### The metal 3 layer, run 1

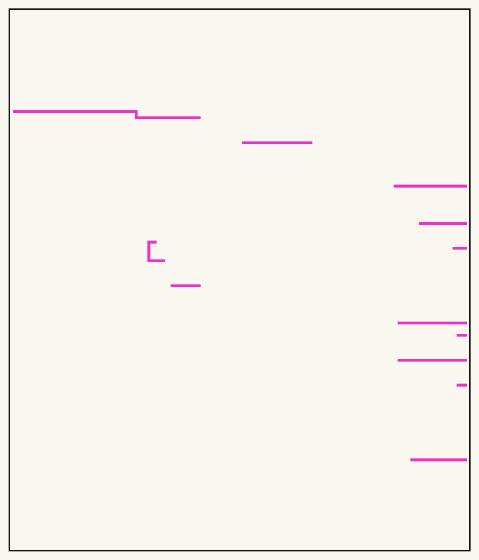
### Routed metal, one color a layer, run 1

Bar = 20 microns. Two of the layers only.
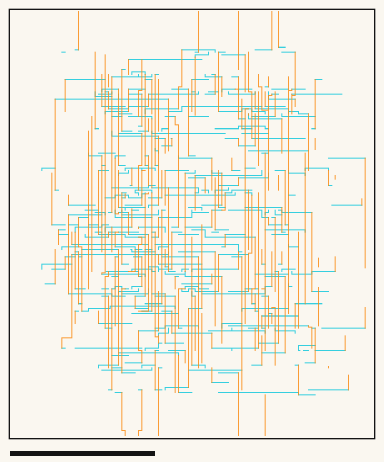
### The metal 2 layer, run 1

Bar = 20 microns.
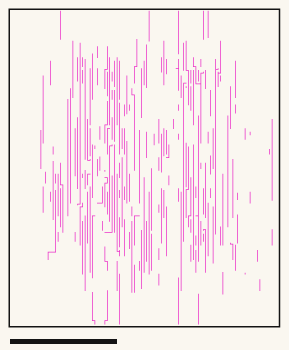
### Supply network, run 1

Bar = 20 microns. Pins as bars on the die edge.
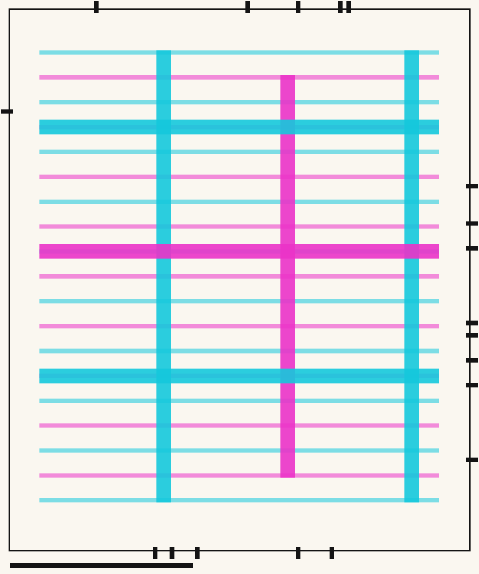
<file path="src/rtl/tdm_demux18_pkg.sv">
// Shared definitions for the TDM lane mux/demux pair.
// TDM_DEMUX_PARITY_EN adds one even-parity beat per frame.
package tdm_pkg;

  localparam int LANES_DEF = 8;
  localparam int SEL_W_DEF = 3;

  typedef logic [LANES_DEF-1:0] lane_word_t;
  typedef logic [SEL_W_DEF-1:0] lane_sel_t;

  // 0 = even parity; the transmit-side mux uses the same constant
  localparam logic PARITY_POL = 1'b0;

`ifdef TDM_DEMUX_PARITY_EN
  localparam int CNT_EXTRA = 1;
`else
  localparam int CNT_EXTRA = 0;
`endif

  typedef enum logic {ST_HUNT, ST_LOCKED} lock_state_e;

endpackage

</file>
<file path="src/rtl/tdm_demux18_if.sv">
// Serial-in / word-out bundle of the TDM 1:8 demultiplexer.
interface tdm_demux18_if
  import tdm_pkg::*;
#(
  parameter int LANES = LANES_DEF
);
  logic             din;
  logic             din_valid;
  logic             frame_sync;
  logic             out_ready;
  logic [LANES-1:0] lanes_out;
  logic             out_valid;
  logic             locked;
  logic             sync_err;
  logic             overrun;
  logic             parity_err;

  modport master (
    output din, din_valid, frame_sync, out_ready,
    input  lanes_out, out_valid, locked, sync_err, overrun, parity_err
  );

  modport slave (
    input  din, din_valid, frame_sync, out_ready,
    output lanes_out, out_valid, locked, sync_err, overrun, parity_err
  );
endinterface

</file>
<file path="src/rtl/tdm_demux18_lane_counter.sv">
// Lane counter, lock tracking and resync detection for tdm_demux18.
// TDM_DEMUX_PARITY_EN extends the count by one beat for the parity bit.
module tdm_lane_counter
  import tdm_pkg::*;
#(
  parameter int LANES = LANES_DEF,
  parameter int SEL_W = SEL_W_DEF,
  parameter int CNT_W = SEL_W + CNT_EXTRA
) (
  input  logic             i_clk,
  input  logic             i_rst_n,
  input  logic             i_din_valid,
  input  logic             i_frame_sync,
  output logic             o_locked,
  output logic             o_sync_err,
  output logic             o_we,
  output logic [CNT_W-1:0] o_sel,
  output logic             o_done
);

  localparam logic [CNT_W-1:0] CNT_LAST = CNT_W'(LANES - 1 + CNT_EXTRA);

  lock_state_e      r_state;
  lock_state_e      w_state_nxt;
  logic [CNT_W-1:0] r_cnt;
  logic [CNT_W-1:0] w_cnt_nxt;
  logic             r_sync_err;
  logic             w_sync_err_nxt;
  logic             w_we;
  logic             w_done;
  logic [CNT_W-1:0] w_sel;

  always_ff @(posedge i_clk or negedge i_rst_n) begin
    if (!i_rst_n) begin
      r_state    <= ST_HUNT;
      r_cnt      <= '0;
      r_sync_err <= 1'b0;
    end else begin
      r_state    <= w_state_nxt;
      r_cnt      <= w_cnt_nxt;
      r_sync_err <= w_sync_err_nxt;
    end
  end

  // A sync beat always lands in lane 0 and leaves the count at 1
  always_comb begin
    w_state_nxt    = r_state;
    w_cnt_nxt      = r_cnt;
    w_sync_err_nxt = 1'b0;
    w_we           = 1'b0;
    w_done         = 1'b0;
    w_sel          = r_cnt;
    if (i_din_valid) begin
      case (r_state)
        ST_HUNT: begin
          if (i_frame_sync) begin
            w_state_nxt = ST_LOCKED;
            w_cnt_nxt   = CNT_W'(1);
            w_we        = 1'b1;
            w_sel       = '0;
          end
        end
        default: begin
          if (i_frame_sync && (r_cnt != '0)) begin
            w_sync_err_nxt = 1'b1;
            w_cnt_nxt      = CNT_W'(1);
            w_we           = 1'b1;
            w_sel          = '0;
          end else begin
            // the final beat is consumed straight from din, never stored
            w_we = (r_cnt != CNT_LAST);
            if (r_cnt == CNT_LAST) begin
              w_cnt_nxt = '0;
              w_done    = 1'b1;
            end else begin
              w_cnt_nxt = r_cnt + CNT_W'(1);
            end
          end
        end
      endcase
    end
  end

  assign o_locked   = (r_state == ST_LOCKED);
  assign o_sync_err = r_sync_err;
  assign o_we       = w_we;
  assign o_sel      = w_sel;
  assign o_done     = w_done;

endmodule

</file>
<file path="src/rtl/tdm_demux18.sv">
// TDM 1:8 demultiplexer: serial bits framed by frame_sync become 8-lane words on valid/ready.
// Define TDM_DEMUX_PARITY_EN to append and check an even-parity beat per frame.
module tdm_demux18
  import tdm_pkg::*;
#(
  parameter int LANES = LANES_DEF,
  parameter int SEL_W = SEL_W_DEF
) (
  input  logic          clk,
  input  logic          rst_n,
  tdm_demux18_if.slave  bus
);

  localparam int CNT_W    = SEL_W + CNT_EXTRA;
`ifdef TDM_DEMUX_PARITY_EN
  localparam int SHADOW_W = LANES;
`else
  localparam int SHADOW_W = LANES - 1;
`endif

  logic                w_locked;
  logic                w_sync_err;
  logic                w_we;
  logic                w_done;
  logic [CNT_W-1:0]    w_sel;
  logic [LANES-1:0]    w_word;
  logic                w_bad;
  logic [SHADOW_W-1:0] r_shadow;
  logic [LANES-1:0]    r_word;
  logic                r_valid;
  logic                r_overrun;
  logic                r_perr;

  tdm_lane_counter #(
    .LANES (LANES),
    .SEL_W (SEL_W),
    .CNT_W (CNT_W)
  ) u_cnt (
    .i_clk        (clk),
    .i_rst_n      (rst_n),
    .i_din_valid  (bus.din_valid),
    .i_frame_sync (bus.frame_sync),
    .o_locked     (w_locked),
    .o_sync_err   (w_sync_err),
    .o_we         (w_we),
    .o_sel        (w_sel),
    .o_done       (w_done)
  );

`ifdef TDM_DEMUX_PARITY_EN
  assign w_word = r_shadow;
  assign w_bad  = (^r_shadow) ^ bus.din ^ PARITY_POL;
`else
  assign w_word = {bus.din, r_shadow};
  assign w_bad  = 1'b0;
`endif

  // A completed word loads when the holding slot is empty or being drained this edge
  always_ff @(posedge clk or negedge rst_n) begin
    if (!rst_n) begin
      r_shadow  <= '0;
      r_word    <= '0;
      r_valid   <= 1'b0;
      r_overrun <= 1'b0;
      r_perr    <= 1'b0;
    end else begin
      r_perr <= 1'b0;
      for (int k = 0; k < SHADOW_W; k++) begin
        if (w_we && (w_sel == CNT_W'(k))) r_shadow[k] <= bus.din;
      end
      if (w_done) begin
        if (!r_valid || bus.out_ready) begin
          r_word  <= w_word;
          r_valid <= 1'b1;
          r_perr  <= w_bad;
        end else begin
          r_overrun <= 1'b1;
        end
      end else if (r_valid && bus.out_ready) begin
        r_valid <= 1'b0;
      end
    end
  end

  assign bus.lanes_out  = r_word;
  assign bus.out_valid  = r_valid;
  assign bus.locked     = w_locked;
  assign bus.sync_err   = w_sync_err;
  assign bus.overrun    = r_overrun;
  assign bus.parity_err = r_perr;

endmodule

</file>
<file path="src/flat_wrapper.sv">
// flat-port wrapper written by rule: the top's interface ports become plain ports
module tdm_demux18_flat import tdm_pkg::*;
#(
  parameter int LANES = LANES_DEF,
  parameter int SEL_W = SEL_W_DEF
)
  (clk, rst_n, bus_din, bus_din_valid, bus_frame_sync, bus_out_ready, bus_lanes_out, bus_out_valid, bus_locked, bus_sync_err, bus_overrun, bus_parity_err);
  tdm_demux18_if #(.LANES(LANES)) bus_i ();
  input  logic clk;
  input  logic rst_n;
  input wire logic [$bits(bus_i.din)-1:0] bus_din;
  input wire logic [$bits(bus_i.din_valid)-1:0] bus_din_valid;
  input wire logic [$bits(bus_i.frame_sync)-1:0] bus_frame_sync;
  input wire logic [$bits(bus_i.out_ready)-1:0] bus_out_ready;
  output wire logic [$bits(bus_i.lanes_out)-1:0] bus_lanes_out;
  output wire logic [$bits(bus_i.out_valid)-1:0] bus_out_valid;
  output wire logic [$bits(bus_i.locked)-1:0] bus_locked;
  output wire logic [$bits(bus_i.sync_err)-1:0] bus_sync_err;
  output wire logic [$bits(bus_i.overrun)-1:0] bus_overrun;
  output wire logic [$bits(bus_i.parity_err)-1:0] bus_parity_err;
  assign bus_i.din = bus_din;
  assign bus_i.din_valid = bus_din_valid;
  assign bus_i.frame_sync = bus_frame_sync;
  assign bus_i.out_ready = bus_out_ready;
  assign bus_lanes_out = bus_i.lanes_out;
  assign bus_out_valid = bus_i.out_valid;
  assign bus_locked = bus_i.locked;
  assign bus_sync_err = bus_i.sync_err;
  assign bus_overrun = bus_i.overrun;
  assign bus_parity_err = bus_i.parity_err;
  tdm_demux18 #(.LANES(LANES), .SEL_W(SEL_W)) u_core (.clk(clk), .rst_n(rst_n), .bus(bus_i));
endmodule
</file>
<file path="config.mk">
export PLATFORM = sky130hd
export DESIGN_NAME = tdm_demux18_flat
export DESIGN_NICKNAME = d
export VERILOG_FILES = /design/src/rtl/tdm_demux18_pkg.sv /design/src/rtl/tdm_demux18_if.sv /design/src/rtl/tdm_demux18_lane_counter.sv /design/src/rtl/tdm_demux18.sv /design/src/flat_wrapper.sv
export SDC_FILE = /design/constraint.sdc
export NUM_CORES = 1
export LEC_CHECK = 0
export ABC_AREA = 1
export CAP_MARGIN = 5
export CORE_ASPECT_RATIO = 1.2
export CORE_MARGIN = 3
export CORE_UTILIZATION = 46
export DETAILED_ROUTE_END_ITERATION = 6
export GPL_ROUTABILITY_DRIVEN = 1
export GPL_TIMING_DRIVEN = 0
export PLACE_DENSITY = 0.74
export SLEW_MARGIN = 30
export SYNTH_ARGS = -nofsm -noshare
export SYNTH_HDL_FRONTEND = slang
export SYNTH_SLANG_ARGS = --single-unit
</file>
<file path="constraint.sdc">
create_clock -name clk -period 1.5 [get_ports clk]
set_clock_uncertainty 0.15 [all_clocks]
set_input_delay 0.3 -clock clk [delete_from_list [all_inputs] [get_ports clk]]
set_output_delay 0.3 -clock clk [all_outputs]
set_load 0.03 [all_outputs]
</file>
==> Flow_metrics.wiki, run 1 <==
=== Synthesis and place and route ===
{| class="wikitable"
! Metric !! Value
|-
| Result of the run || complete, but fails checks
|-
| Violations in the final reports || negative setup slack
|-
| Class of the tightest hold or removal check || in -> reg
|-
| # H-tree levels || 1
|-
| Final hold violation count || 0
|-
| Synthesized netlist cell count || 124
|-
| Sequential cell area fraction in the yosys report || around 51%
|-
| Pin count of the biggest net entering global routing || 23
|-
| Minimum period implied by the final worst setup slack || 1.62 ns
|-
| First-iteration detailed-routing DRC count || 14
|-
| Avg Inst Size Synth || between 8 and 9 sq um
|-
| Maximum clock rate || 0.617 GHz
|-
| Main area contributors after synthesis || dfrtp_1 (51%), nand2_1 (14%), nand3_1 (6.5%), ha_1 (3.5%), nor2_1 (2.8%)
|-
| Area added between synthesis and finish || 37.7%
|-
| Most common logic cells in the final layout || nand2_1 (37), dfrtp_1 (21), nand3_1 (11)
|-
| Share of layout cells above drive strength 1 || 40.5%
|-
| Total clock buffers created by CTS || 3
|-
| Vias in the first global route || 923
|-
| Max-area cell share || between 50% and 60%
|-
| Slew Viols, Final || 0
|-
| Die footprint || 0.00296 sq mm
|-
| Cell count after placement || about 170
|-
| Fraction of synthesis flops using an asynchronous set or reset pin || 100%
|-
| Total power density per cell area || about 1500 mW/mm^2
|-
| Weighted congestion at the end of routability-driven global placement || 0.787
|-
| Post-synth top cells || nand2_1 (40), dfrtp_1 (22), nand3_1 (14)
|-
| Clk pin slew, worst setup/hold paths || ~0.12 ns
|-
| Vias/cell || 5.01
|-
| Data required time of the worst path || 1.54 ns
|-
| Buffer cell driving the clock tree root || clkbuf_4
|-
| Critical path arrival || 1.66 ns
|-
| Comb power frac || between 40% and 50%
|-
| Clock share of power || between 10% and 20%
|-
| Synthesized cell area || 0.00108 sq mm
|-
| Xor/xnor cell area share of the yosys netlist || 0%
|-
| Yosys stat cell total || 124
|-
| Post-synth tally of flip-flops with integrated enable || 0
|-
| Row cnt || 18
|-
| Clock tree sinks || 22
|-
| Final #Nets || 169
|-
| YS warnings || 0
|-
| Worst Setup End Kind || flop
|-
| Critical path fanouts, max || 8
|-
| Mux share of post-synthesis cell area || 0%
|-
| Count of antenna-violating nets left after detailed routing || 0
|-
| DRT Pass-1 Iters || 4
|-
| Most numerous logic cell after layout || nand2_1
|-
| Fin crit share || 108%
|-
| Number of placed I/O pins || 19
|-
| Switching Share || 41.8%
|-
| Wire length of the first global-routing pass || 3940 microns
|-
| Kind of critical path || reg -> reg
|-
| Fin Setup TNS || -1.48 ns
|-
| Chip area in the Yosys report || ~0.0011 sq mm
|-
| Maximum clock insertion buffer count || 2
|-
| Adder-cell area share of the yosys netlist || 3.48%
|-
| Mapped Nets || 133
|-
| Number of distinct library cells after synthesis || 25
|-
| Leading cell type by number of instances after synthesis || nand2_1
|-
| Finish-stage setup viols || 18
|-
| Switching power || around 960 uW
|-
| Tool warnings || 30
|-
| Worst setup timing slack at the placement stage || -0.331 ns
|-
| Predominant post-synthesis flop cell || dfrtp_1
|-
| Relative contribution of sequential cells to total power || between 40% and 50%
|-
| Leftover overflow at the end of global routing || 0
|-
| RSZ-0062 raised after global routing || yes
|-
| Final WS setup || -0.120 ns
|-
| Standby leakage power || 0.000743 uW
|-
| Sum of internal, switching and leakage power || 2300 uW
|-
| Top non-seq family || simple AND/OR/NAND/NOR gates
|-
| Number of remaining DRC errors || 0
|-
| Clock latency at the later pin of the worst-skew pair || 0.29 ns
|-
| Post-Route Utilization || 69.4%
|-
| Total internal power || 1340 uW
|-
| Basic Gates by Area || about a third
|-
| Buffers on Ports || 16
|-
| Post-synthesis register bit count || 22
|-
| And-or/or-and share of the synthesized area || around 7.8%
|-
| Effective utilization at floorplan || between 50% and 60%
|-
| Estimated wirelength of the detail-placed design || about 1600 microns
|-
| Category of the worst setup path launch point || flop
|-
| # diodes || 0
|-
| Clock tree from TritonCTS || done
|-
| Max-cap violations || 0
|-
| # fillers || 169
|-
| Initial antenna violation count || 0
|-
| Yosys top cell by area || dfrtp_1
|-
| Non-filler cells, final || 188
|}
Back to the opening pictures, 'The metal 3 layer':
The wires run mostly horizontal. The layer holds 3.0% of the routed length. 11 nets have wire on it. The longest straight run is 13.3 microns. The layer carries 71.5 microns of wire.
total detailed-routing wirelength: 2390 microns
number of vias in the routed layout: 941
Global Route met3 Usage: 2.52%

Back to the opening pictures, 'Routed metal, one color a layer':
Key: met1 = cyan [wire length 955 microns]; met2 = orange [wire length 1350 microns]
aggregate global-route resource usage: 17.3%
Routed wire per std cell: 12.7 microns

Back to the opening pictures, 'The metal 2 layer':
The layer holds 56% of the routed length. The wires run mostly vertical. The layer carries 1350 microns of wire. 145 nets have wire on it. The longest straight run is 32.6 microns.
met2 track demand over resource in global routing: 33.4%

Back to the opening pictures, 'Supply network':
Key: VDD = magenta; VSS = cyan
19 met1 rails follow the rows. 3 straps on met5.
die outline width: 50.2 microns
Peak VDD IR: 0.911 mV
Core Area: 0.00214 sq mm

run 1: registers in the layout (all words and copies together), names as in the netlist:
name / cells
u_core.bus.lanes_out: 8
u_core.r_shadow: 7
u_core.u_cnt.r_cnt: 3
u_core.bus.out_valid: 1
u_core.bus.overrun: 1
u_core.u_cnt.o_locked: 1
u_core.u_cnt.o_sync_err: 1
run 1: critical path: stages, from the launching register on:
cell     delay, ns
dfrtp_1       0.43
inv_2         0.10
ha_4          0.15
nand2_4       0.05
nand2_4       0.07
nand3_4       0.09
nor2_4        0.26
nand2_4       0.11
nand2_1       0.08
nand2_1       0.05
run 1: worst paths after layout:
| path | from | to | slack, ns | cells after the start |
|---|---|---|---|---|
| min in group asynchronous | rst_n | u_core.u_cnt.o_sync_err | 0.33 | 2 |
| max in group asynchronous | rst_n | u_core.u_cnt.o_locked | 0.52 | 2 |
| max reg2reg | u_core.u_cnt.r_cnt[1] | u_core.bus.lanes_out[1] | -0.12 | 9 |
| max | u_core.u_cnt.r_cnt[1] | u_core.bus.lanes_out[1] | -0.12 | 9 |
| min | bus_din | u_core.r_shadow[5] | 0.16 | 3 |
| min reg2reg | u_core.bus.lanes_out[5] | u_core.bus.lanes_out[5] | 0.33 | 2 |
run 1: what timing repair did:
action | CTS | global route
gates cloned | 2 | 0
setup buffers | 7 | 5
endpoints found under the setup margin | 30 | 29
hold endpoints to repair | 0 | 22
hold buffers | 0 | 1
resized | 48 | 16
pin swaps | 10 | 4
run 1: layer usage:
layer / up-vias / part of all wire (%) / routed length, microns / track usage, %
met1: 454 / 40 / 954 / 19.1
met5: - / 0 / 0 / 0
met2: 13 / 56 / 1350 / 33.4
met3: 2 / 3.0 / 71 / 2.52
met4: 0 / 0.75 / 18 / 5.53
li1: 472 / - / - / -
run 1: area by class of cell:
type | count | area (sq um) | area share, %
Tap cell | 30 | 37.5 | 2.53
Multi-Input combinational cell | 91 | 578 | 38.9
Inverter | 11 | 57.6 | 3.88
Buffer | 2 | 12.5 | 0.842
Timing Repair Buffer | 29 | 225 | 15.2
Clock buffer | 3 | 22.5 | 1.52
Sequential cell | 22 | 552 | 37.2
run 1: metrics by stage:
step	instance area (sq um)	hold WS, ns
after floorplan	1090	-0.146
after global placement	1290	0.293
after detailed placement	1290	0.309
after CTS	1470	0.155
after global routing	1490	0.169
final	1490	0.155
run 1: kinds of logic (layout without fill, tap and decap cells):
family / Yosys count / count (layout)
compound gates: 12 / 12
other cells: 1 / 1
fa+ha+maj: 3 / 3
simple gates: 73 / 75
buf+inv: 13 / 45
flops: 22 / 22
run 1: power groups by stage:
stage	registers, uW	clock network [uW]	logic [uW]
after CTS	934	264	1040
after floorplan	1080	0	457
final	941	256	1100
after global routing	967	294	1210
after global placement	931	0	862
after detailed placement	944	0	900
==> run 2: changes to the inputs <==
CAP_MARGIN = default   (was 5)
CELL_PAD_IN_SITES_DETAIL_PLACEMENT = 0   (was default)
CELL_PAD_IN_SITES_GLOBAL_PLACEMENT = 1   (was default)
CORE_UTILIZATION = 34   (was 46)
PLACE_DENSITY = default   (was 0.74)
PLACE_DENSITY_LB_ADDON = 0.1   (was default)
### Clock wiring as the flow saved it, run 2

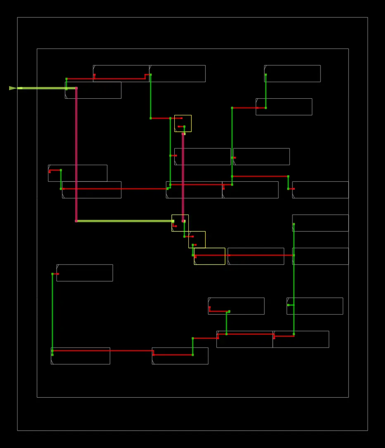
final sequential cell count: 22
power drawn by the clock network: 330 uW
clock tree sinks: 22
total clock buffers created by CTS: 3

==> run 2 against run 1 <==
Against the previous run:
- the run still ends with negative setup slack left
- global-route usage fell by 4.1 points
- sequential power rose by 0.4%
- via count fell by 3.2%
- flip-flop count did not move
- die area rose by 31%
- clock-buffer cell count rose by 1
- critical endpoint is now u_core.bus.lanes_out[0]
==> Flow_metrics.wiki, run 2 <==
=== Synthesis and place and route ===
{| class="wikitable"
! Metric !! Value
|-
| Kind of critical path || reg -> reg
|-
| Buffer cell driving the clock tree root || clkbuf_4
|-
| Share of layout cells above drive strength 1 || 37.6%
|-
| Largest delay share family, worst path || simple AND/OR/NAND/NOR gates
|-
| Total internal power || 1400 uW
|-
| Buffers on Ports || 16
|-
| Post-synth top cells || nand2_1 (40), dfrtp_1 (22), nand3_1 (14)
|-
| Worst setup timing slack at the placement stage || -0.329 ns
|-
| Vias in the first global route || 873
|-
| Final cell area excluding filler cells || 0.00147 sq mm
|-
| Weighted congestion at the end of routability-driven global placement || 0.755
|-
| Maximum clock insertion buffer count || 2
|-
| Class of the tightest hold or removal check || in -> reg
|-
| Row cnt || 21
|-
| Number of distinct library cells after synthesis || 25
|-
| CP cell instances || inv_2 > ha_4 > nand2_2 > nand2_2 > nand3_4 > nor2_4 > nand2_2 > nand2_2 > o21ai_2
|-
| Routed wire per std cell || 12.1 microns
|-
| Fraction of synthesis flops using an asynchronous set or reset pin || 100%
|-
| Estimated wirelength of the detail-placed design || between 1500 and 2000 microns
|-
| Switching Share || 39.6%
|-
| Post-Route Utilization || between 50% and 60%
|-
| Synthesized netlist cell count || 124
|-
| Clock tree from TritonCTS || done
|-
| Standby leakage power || 0.000721 uW
|-
| Finish-stage setup viols || 14
|-
| Predominant post-synthesis flop cell || dfrtp_1
|-
| Final hold violation count || 0
|-
| Result of the run || complete, but fails checks
|-
| Total power density per cell area || 1580 mW/mm^2
|-
| Initial antenna violation count || 0
|-
| Max-cap violations || 0
|-
| Yosys stat cell total || around 120
|-
| Die Height || 67.7 microns
|-
| Leading cell type by number of instances after synthesis || nand2_1
|-
| Category of the worst setup path launch point || flop
|-
| Slew Viols, Final || 0
|-
| Vias/cell || 4.77
|-
| Pin count of the biggest net entering global routing || 23
|-
| Max-area cell share || between 50 and 60%
|-
| Leftover overflow at the end of global routing || 0
|-
| Chip area in the Yosys report || about 0.0011 sq mm
|-
| Final WS setup || -0.159 ns
|-
| YS warnings || 0
|-
| # H-tree levels || 1
|-
| Number of placed I/O pins || 19
|-
| Most common logic cells in the final layout || nand2_1 (37), dfrtp_1 (19), nand3_1 (14)
|-
| Number of remaining DRC errors || 0
|-
| Final #Nets || roughly 170
|-
| Largest register FFs || 8
|-
| # fillers || 280
|-
| DRT Pass-1 Iters || 3
|-
| Effective utilization at floorplan || 37.0%
|-
| Sequential cell area fraction in the yosys report || 51.0%
|-
| Maximum clock rate || 0.603 GHz
|-
| Area added between synthesis and finish || 36.5%
|-
| Main area contributors after synthesis || dfrtp_1 (51%), nand2_1 (14%), nand3_1 (6.5%), ha_1 (3.5%), nor2_1 (2.8%)
|-
| Tool warnings || 30
|-
| Relative contribution of sequential cells to total power || slightly above 40%
|-
| Data required time of the worst path || 1.56 ns
|-
| Die outline width || around 57 microns
|-
| Post-synthesis register bit count || 22
|-
| First-iteration detailed-routing DRC count || 10
|-
| Instance area at placement || 0.00129 sq mm
|-
| Post-synth tally of flip-flops with integrated enable || 0
|-
| Comb power frac || 45.1%
|-
| Aggregate global-route resource usage || 13.2%
|-
| Yosys top cell by area || dfrtp_1
|-
| Count of antenna-violating nets left after detailed routing || 0
|-
| Clock share of power || approximately 14%
|-
| Clock latency at the later pin of the worst-skew pair || around 0.30 ns
|-
| Die footprint || a little under 0.004 sq mm
|-
| Peak VDD IR || approximately 0.83 mV
|-
| Peak per-stage delay on the critical path || between 0.4 and 0.5 ns
|-
| Violations in the final reports || negative setup slack
|-
| Fin crit share || 111%
|-
| Most numerous logic cell after layout || nand2_1
|-
| Mapped Nets || 133
|-
| # diodes || 0
|-
| Slowest cell on the critical path || dfrtp_2
|-
| Core Area || 0.00292 sq mm
|-
| Avg Inst Size Synth || 8.70 sq um
|-
| Crit-path most repeated cell || nand2_2
|-
| RSZ-0062 raised after global routing || yes
|-
| CP Buf/Inv Count || 1
|-
| Switching power || roughly 920 uW
|-
| Wire length of the first global-routing pass || a little under 4000 microns
|-
| Synthesized cell area || 0.00108 sq mm
|-
| Minimum period implied by the final worst setup slack || 1.66 ns
|-
| Worst Setup End Kind || flop
|-
| Critical path arrival || 1.72 ns
|-
| Clk pin slew, worst setup/hold paths || 0.13 ns
|-
| Critical path fanouts, max || 5
|}
### The metal 3 layer, run 2

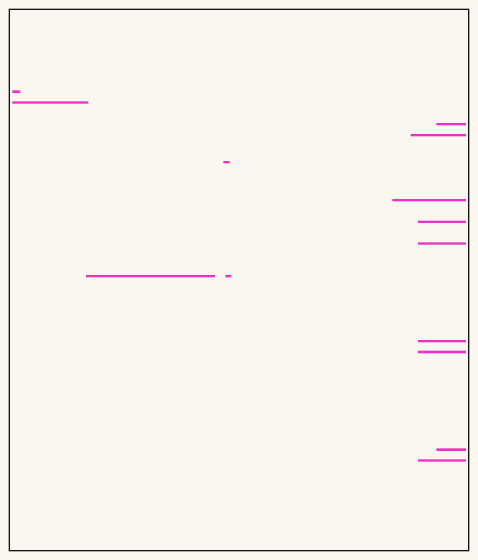
The wires run mostly horizontal. 12 nets have wire on it. The layer carries 77.3 microns of wire. The layer holds 3.3% of the routed length. The longest straight run is 15.9 microns.
total detailed-routing wirelength: 2320 microns
number of vias in the routed layout: 911
Global Route met3 Usage: 2.49%

[run 2: cell count changes in the layout (fill, tap and decap cells not counted), moves of 2 or more]
cell and change:
nor2_2 -3, buf_6 -2, dfrtp_2 +2, nand2_2 +3, nand3_2 -3, nand2_4 -3, clkdlybuf4s15_2 +7, clkbuf_2 -8
nor2_1 +3, dfrtp_1 -2, nand3_1 +3
[run 2: power groups by stage]
stage                     combinational, uW  sequential (uW)  clock (uW)
after detailed placement                889              945           0
after floorplan                         457             1080           0
after global routing                   1190              975         372
final                                  1050              945         330
after CTS                               947              933         347
after global placement                  875              933           0
[run 2: through the flow]
step	setup TNS [ns]	instances	hold WS, ns	total power [uW]
final	-1.35	191	0.134	2320
after global routing	-2.99	191	0.123	2530
after CTS	-1.48	185	0.129	2230
after detailed placement	-5.33	174	0.151	1830
after global placement	-9.21	174	0.295	1810
after floorplan	-0.691	124	-0.146	1540
[run 2: logic make-up after synthesis]
| kind of cell | count (synthesis) | synth area share, % |
|---|---|---|
| simple gates | 73 | 31.9 |
| flops | 22 | 51.0 |
| buf+inv | 13 | 5.45 |
| compound gates | 12 | 7.77 |
| fa+ha+maj | 3 | 3.48 |
| other cells | 1 | 0.348 |
[run 2: path summary, 6_finish.rpt]
path	from	to	slack [ns]	cells after the start
setup / recovery	u_core.u_cnt.r_cnt[1]	u_core.bus.lanes_out[0]	-0.16	9
setup reg to reg	u_core.u_cnt.r_cnt[1]	u_core.bus.lanes_out[0]	-0.16	9
hold reg to reg	u_core.bus.overrun	u_core.bus.overrun	0.33	1
hold / removal	bus_din	u_core.r_shadow[0]	0.13	3
max in group asynchronous	rst_n	u_core.u_cnt.o_locked	0.52	2
min in group asynchronous	rst_n	u_core.bus.lanes_out[6]	0.33	2
[run 2: final cells by class]
cell class / instances / area [sq um] / area share (%)
buffer: 2 / 12.5 / 0.850
clock buffer: 4 / 36.3 / 2.46
inverter: 11 / 48.8 / 3.31
multi-input combinational: 90 / 524 / 35.6
sequential: 22 / 554 / 37.6
tap: 34 / 42.5 / 2.89
timing repair buffer: 28 / 254 / 17.2
[run 2: layer usage]
metal | share of wire (%) | vias to the layer above | global-route usage, %
met5 | 0 | - | 0
met4 | 1.6 | 0 | 6.09
met3 | 3.3 | 4 | 2.49
met2 | 52 | 13 | 22.7
met1 | 43 | 427 | 15.7
li1 | - | 467 | -
[run 2: timing repair]
action | in CTS | in global routing
endpoints found under the hold margin | 22 | 0
setup endpoints to repair | 30 | 22
hold buffers | 1 | 0
buffers inserted | 6 | 5
pin swaps | 2 | 5
gates resized | 43 | 13
cloned | 0 | 1
[run 2: worst reg2reg max path, stage by stage (launching register included)]
cell     delay [ns]
dfrtp_2        0.46
inv_2          0.10
ha_4           0.14
nand2_2        0.04
nand2_2        0.09
nand3_4        0.09
nor2_4         0.21
nand2_2        0.15
nand2_2        0.09
o21ai_2        0.05
Power is estimated from default activity; no workload was simulated.
